## config.mk

```make
export PLATFORM = sky130hd
export DESIGN_NAME = sb_rx
export DESIGN_NICKNAME = d
export VERILOG_FILES = /design/src/rtl/sb_rx.sv
export SDC_FILE = /design/constraint.sdc
export NUM_CORES = 1
export LEC_CHECK = 0
export ABC_AREA = 0
export CORE_MARGIN = 5
export CORE_UTILIZATION = 45
export CTS_CLUSTER_SIZE = 14
export DETAILED_ROUTE_END_ITERATION = 6
export DONT_BUFFER_PORTS = 1
export GPL_TIMING_DRIVEN = 0
export SLEW_MARGIN = 20
export SYNTH_ARGS = -nofsm -noshare
export SYNTH_HDL_FRONTEND = slang
export SYNTH_SLANG_ARGS = --single-unit
```

## constraint.sdc

```tcl
create_clock -name clk -period 12.7 [get_ports clk]
set_input_delay 1.905 -clock clk [delete_from_list [all_inputs] [get_ports clk]]
set_output_delay 1.905 -clock clk [all_outputs]
set_load 0.005 [all_outputs]
```

## src/rtl/sb_rx.sv

```systemverilog
// Sideband receiver: deserialises 64-bit LSB-first words from the strobed
// sideband pins and queues them in a small FIFO behind a valid/ready port.
module sb_rx #(
   parameter int buffer_size = 4,
   parameter int min_gap     = 32
) (
   input  logic        clk,
   input  logic        reset,
   input  logic        dataPin_i,
   input  logic        clkPin_i,
   input  logic        enable_i,
   output logic [63:0] data_o,
   output logic        valid_o,
   input  logic        ready_i,
   output logic        overflow_o,
   output logic        frame_err_o,
   output logic        gap_err_o
);

   // state  | meaning
   // IDLE   | waiting for the first strobe of a packet, counting idle cycles
   // SHIFT  | capturing bits 1..63 of the current word

   localparam int AW = $clog2(buffer_size);
   localparam int GW = $clog2(min_gap + 1);

   typedef enum logic {ST_IDLE, ST_SHIFT} state_t;

   state_t        r_state, w_state_nxt;
   logic [5:0]    r_bit_cnt, w_bit_cnt_nxt;
   logic [63:0]   r_shift, w_shift_nxt;
   logic [GW-1:0] r_idle_cnt, w_idle_cnt_nxt;
   logic          r_word_done, w_word_done_nxt;
   logic          r_frame_err, w_frame_err_nxt;
   logic          r_gap_err, w_gap_err_nxt;
   logic          w_idle_sat;
   logic [GW-1:0] w_idle_inc;

   assign w_idle_sat = (r_idle_cnt == GW'(min_gap));
   assign w_idle_inc = w_idle_sat ? r_idle_cnt : r_idle_cnt + GW'(1);

   always_ff @(posedge clk) begin
      if (reset) begin
         r_state     <= ST_IDLE;
         r_bit_cnt   <= '0;
         r_shift     <= '0;
         r_idle_cnt  <= GW'(min_gap);
         r_word_done <= 1'b0;
         r_frame_err <= 1'b0;
         r_gap_err   <= 1'b0;
      end else begin
         r_state     <= w_state_nxt;
         r_bit_cnt   <= w_bit_cnt_nxt;
         r_shift     <= w_shift_nxt;
         r_idle_cnt  <= w_idle_cnt_nxt;
         r_word_done <= w_word_done_nxt;
         r_frame_err <= w_frame_err_nxt;
         r_gap_err   <= w_gap_err_nxt;
      end
   end

   always_comb begin
      w_state_nxt     = r_state;
      w_bit_cnt_nxt   = r_bit_cnt;
      w_shift_nxt     = r_shift;
      w_idle_cnt_nxt  = r_idle_cnt;
      w_word_done_nxt = 1'b0;
      w_frame_err_nxt = 1'b0;
      w_gap_err_nxt   = 1'b0;
      if (!enable_i) begin
         // Pins are ignored while disabled, but the quiet time still counts as gap.
         w_state_nxt    = ST_IDLE;
         w_bit_cnt_nxt  = '0;
         w_idle_cnt_nxt = w_idle_inc;
      end else begin
         case (r_state)
            ST_IDLE: begin
               if (clkPin_i) begin
                  w_shift_nxt[0] = dataPin_i;
                  w_bit_cnt_nxt  = 6'd1;
                  w_state_nxt    = ST_SHIFT;
                  w_gap_err_nxt  = !w_idle_sat;
               end else begin
                  w_idle_cnt_nxt = w_idle_inc;
               end
            end
            ST_SHIFT: begin
               if (clkPin_i) begin
                  w_shift_nxt[r_bit_cnt] = dataPin_i;
                  w_bit_cnt_nxt          = r_bit_cnt + 6'd1;
                  if (r_bit_cnt == 6'd63) begin
                     w_word_done_nxt = 1'b1;
                     w_idle_cnt_nxt  = '0;
                     w_state_nxt     = ST_IDLE;
                  end
               end else begin
                  w_bit_cnt_nxt   = '0;
                  w_idle_cnt_nxt  = GW'(1);
                  w_frame_err_nxt = 1'b1;
                  w_state_nxt     = ST_IDLE;
               end
            end
            default: begin
               w_state_nxt   = ST_IDLE;
               w_bit_cnt_nxt = '0;
            end
         endcase
      end
   end

   logic [63:0]   r_mem [buffer_size];
   logic [AW-1:0] r_rd_ptr, r_wr_ptr;
   logic [AW:0]   r_count;
   logic          r_overflow;
   logic          w_push, w_pop, w_full, w_write;

   assign w_push  = r_word_done;
   assign w_pop   = valid_o && ready_i;
   assign w_full  = (r_count == (AW+1)'(buffer_size));
   // A full FIFO still accepts a word when the head leaves on the same edge.
   assign w_write = w_push && (!w_full || w_pop);

   always_ff @(posedge clk) begin
      if (reset) begin
         for (int i = 0; i < buffer_size; i++) r_mem[i] <= '0;
         r_rd_ptr   <= '0;
         r_wr_ptr   <= '0;
         r_count    <= '0;
         r_overflow <= 1'b0;
      end else begin
         if (w_write) begin
            r_mem[r_wr_ptr] <= r_shift;
            r_wr_ptr        <= r_wr_ptr + AW'(1);
         end
         if (w_pop) r_rd_ptr <= r_rd_ptr + AW'(1);
         if (w_write && !w_pop)      r_count <= r_count + (AW+1)'(1);
         else if (!w_write && w_pop) r_count <= r_count - (AW+1)'(1);
         if (w_push && !w_write) r_overflow <= 1'b1;
      end
   end

   assign data_o      = r_mem[r_rd_ptr];
   assign valid_o     = (r_count != '0);
   assign overflow_o  = r_overflow;
   assign frame_err_o = r_frame_err;
   assign gap_err_o   = r_gap_err;

endmodule

```

==> results.txt <==
Notes on the flow run.

- The overall via count from detail_route is 9,217, for reference.
- The flow ran to the end, and the final reports show no timing, DRC or antenna violations.
- The H-tree was split into 2 levels.
- The remaining antenna violation count after routing is 0, for reference.
- STA classifies the critical path endpoint as a primary output.
- According to the cell report, the number of logic gates is 581.
- Looking at the area split, the leading class of cells is sequential cells.
- The fraction of final layout cells sized beyond drive strength 1 is 0.251, for reference.
- The multi-input combinational area share is 0.286, for reference.
- The flip-flop and latch count after synthesis is 346, for reference.
- Once detailed placement completed, the half-perimeter wirelength came to 24.0 mm.
- The skew report gives the latency at the later pin of the worst-skew pair as 520 ps.
- Of all cell types, the one taking the most synthesized area is edfxtp_1.
- The total die area is 37,600 sq um, for reference.
- The pin count of the biggest net entering global routing is 38, for reference.
- Counting flops with an async set or reset pin after synthesis yields a share of 0.
- 0 antenna diodes ended up in the layout.
- The first-iteration detailed-routing DRC count is 856, for reference.
- The critical path data required time is 10,800 ps, for reference.
- The max-cap check violation count is 0, for reference.
- The top cell types in the final layout, fill and taps aside, are edfxtp_1, nor2_1, dfxtp_1.
- The placement row count is 67, for reference.
- The clock input transition at the sequential cells of the worst setup and hold paths is 60 ps, for reference.
- Per the gpl log, the routability congestion estimate is 0.880.
- The portion of the layout cell area used by non-clock buffers is 0.0488, for reference.
- The final cycle utilization of the critical path is 0.355, for reference.
- Per the synthesis report, the adder-cell share of the synthesized area is 0.00461.
- The layout report lists the clock-cell share of area as 0.0704.
- The classification of the worst setup path is register to primary output, for reference.
- The mapped cell area is 15,200 sq um, for reference.
- The vertical extent of the die is 194 um, for reference.
- The register with the most flip-flops in the layout has 256 of them.
- Switching power as a fraction of the total was reported as 0.205.
- After the last flow step, the layout net total stands at 1,157.
- The sequential share of the synthesized area is 0.624, for reference.
- After global routing the overflow that remains totals 0.
- The registers reported with the highest flop counts are r_mem: 256 flops, r_shift: 64 flops.
- The post-synth tally of flip-flops with integrated enable is 256, for reference.
- Post-CTS repair ended up resizing 0 cells.
- The most frequent standard cell in the layout excluding fill and tap cells is edfxtp_1, for reference.
- The reported clock group power is 1080 uW, for reference.
- Per the post-run analysis, buffers plus inverters along the critical path come to 2.
- The relative contribution of sequential cells to total power is 0.522, for reference.
- By area the synthesized netlist is led by edfxtp_1, dfxtp_1, mux4_2, nand2_4, nor2_1.
- The time the final worst path needs with I/O delays and setup is 4510 ps, for reference.
- The biggest cell delay along the critical path is 730 ps, for reference.
- The internal power is 1930 uW, for reference.
- The portion of total power attributed to combinational logic is 0.034, for reference.
- The first global-routing pass estimated 56.9 mm of wire.
- The region available for standard cell placement spans 33,400 sq um.
- The CTS tree is yes, for reference.
- The flop count is 346, for reference.
- The width of the die is 194 um, for reference.
- The critical path goes through clkbuf_1, clkbuf_1, mux4_2.
- For this design the total switching power over the nets is 497 uW.
- In the final routed layout, each cell accounts on average for 22.8 um.
- The detailed-routing iteration count for the pre-antenna-repair pass is 5, for reference.
- The maximum clock frequency is 0.222 GHz, for reference.
## metrics by stage
stage / instance area (sq um) / instances / utilization / hold WS, ps / setup WS [ps]
2_1_floorplan: 15200 / 1094 / - / 443 / 5470
3_3_place_gp: 15800 / 1542 / 0.472 / 461 / 1210
3_5_place_dp: 16100 / 1554 / 0.482 / 468 / 8270
4_1_cts: 17300 / 1623 / 0.518 / 476 / 8160
5_1_grt: 17300 / 1623 / 0.518 / 525 / 8080
6_report: 17300 / 1623 / 0.518 / 474 / 8190
## routing by layer
metal / vias to the layer above / GRT usage / part of all wire
li1: 4216 / - / -
met1: 4655 / 0.273 / 0.43
met2: 285 / 0.311 / 0.48
met3: 61 / 0.0384 / 0.064
met4: 0 / 0.0552 / 0.028
met5: - / 0 / 0
## worst paths after layout
check                           cells after the start  slack (ps)     endpoint       start
worst min register to register                      2         470   r_shift[0]  r_shift[0]
worst max register to register                      6        9650  r_mem[0][9]  r_count[0]
worst min-delay path                                2         470   r_shift[0]  r_shift[0]
worst max-delay path                                3        8190    data_o[6]    register
## cell usage after synthesis (all sizes together), types with 2 or more instances
| cell type | number |
|---|---|
| edfxtp | 256 |
| nor2 | 143 |
| dfxtp | 90 |
| nand2 | 83 |
| inv | 72 |
| and2 | 65 |
| mux4 | 64 |
| clkbuf | 62 |
| o311ai | 55 |
| o41ai | 55 |
| buf | 33 |
| a21oi | 19 |
| o21ai | 18 |
| or3 | 14 |
| nand3 | 11 |
| and3 | 5 |
| nand2b | 5 |
| ha | 4 |
| nand3b | 4 |
| nor4 | 4 |
| xor2 | 4 |
| a31oi | 3 |
| mux2i | 2 |
| nor3b | 2 |
| o2bb2ai | 2 |
| o32ai | 2 |
| or2 | 2 |
| or4b | 2 |
| xnor2 | 2 |
Metal layers overlaid:
Two of the layers only.
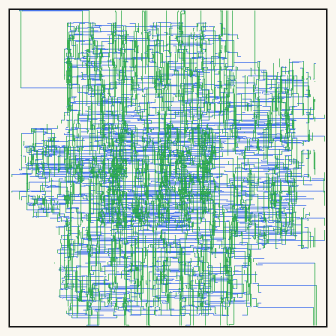
metal 2: marked green, wire length 17,700 um. metal 1: marked blue, wire length 16,000 um.
aggregate global-route resource usage: 0.194
total wire length: 37.0 mm

Register map, names as in the netlist:
Scale bar: 50 um.
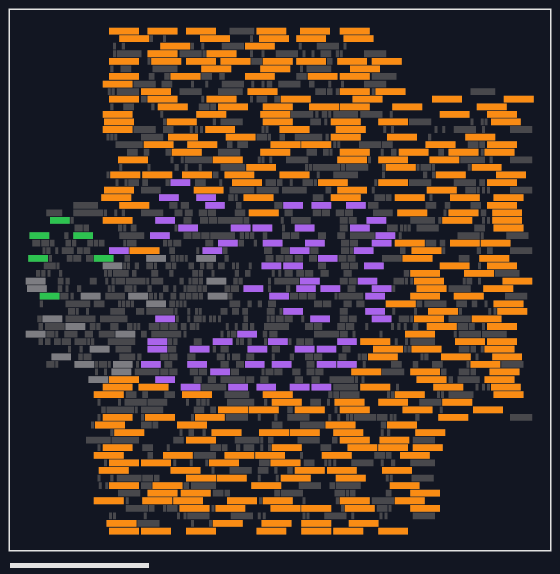
r_mem: marked orange, flops 256, where widely spread. r_shift: marked purple, flops 64, where center. r_idle_cnt: marked green, flops 6, where west.
flop share of the area: 0.547
utilization of the core after routing: 0.518
FF/Latch Area: 9490 sq um
power attributed to sequential cells: 1270 uW

Power figures rest on the tool's default switching activity, not on a simulated workload.
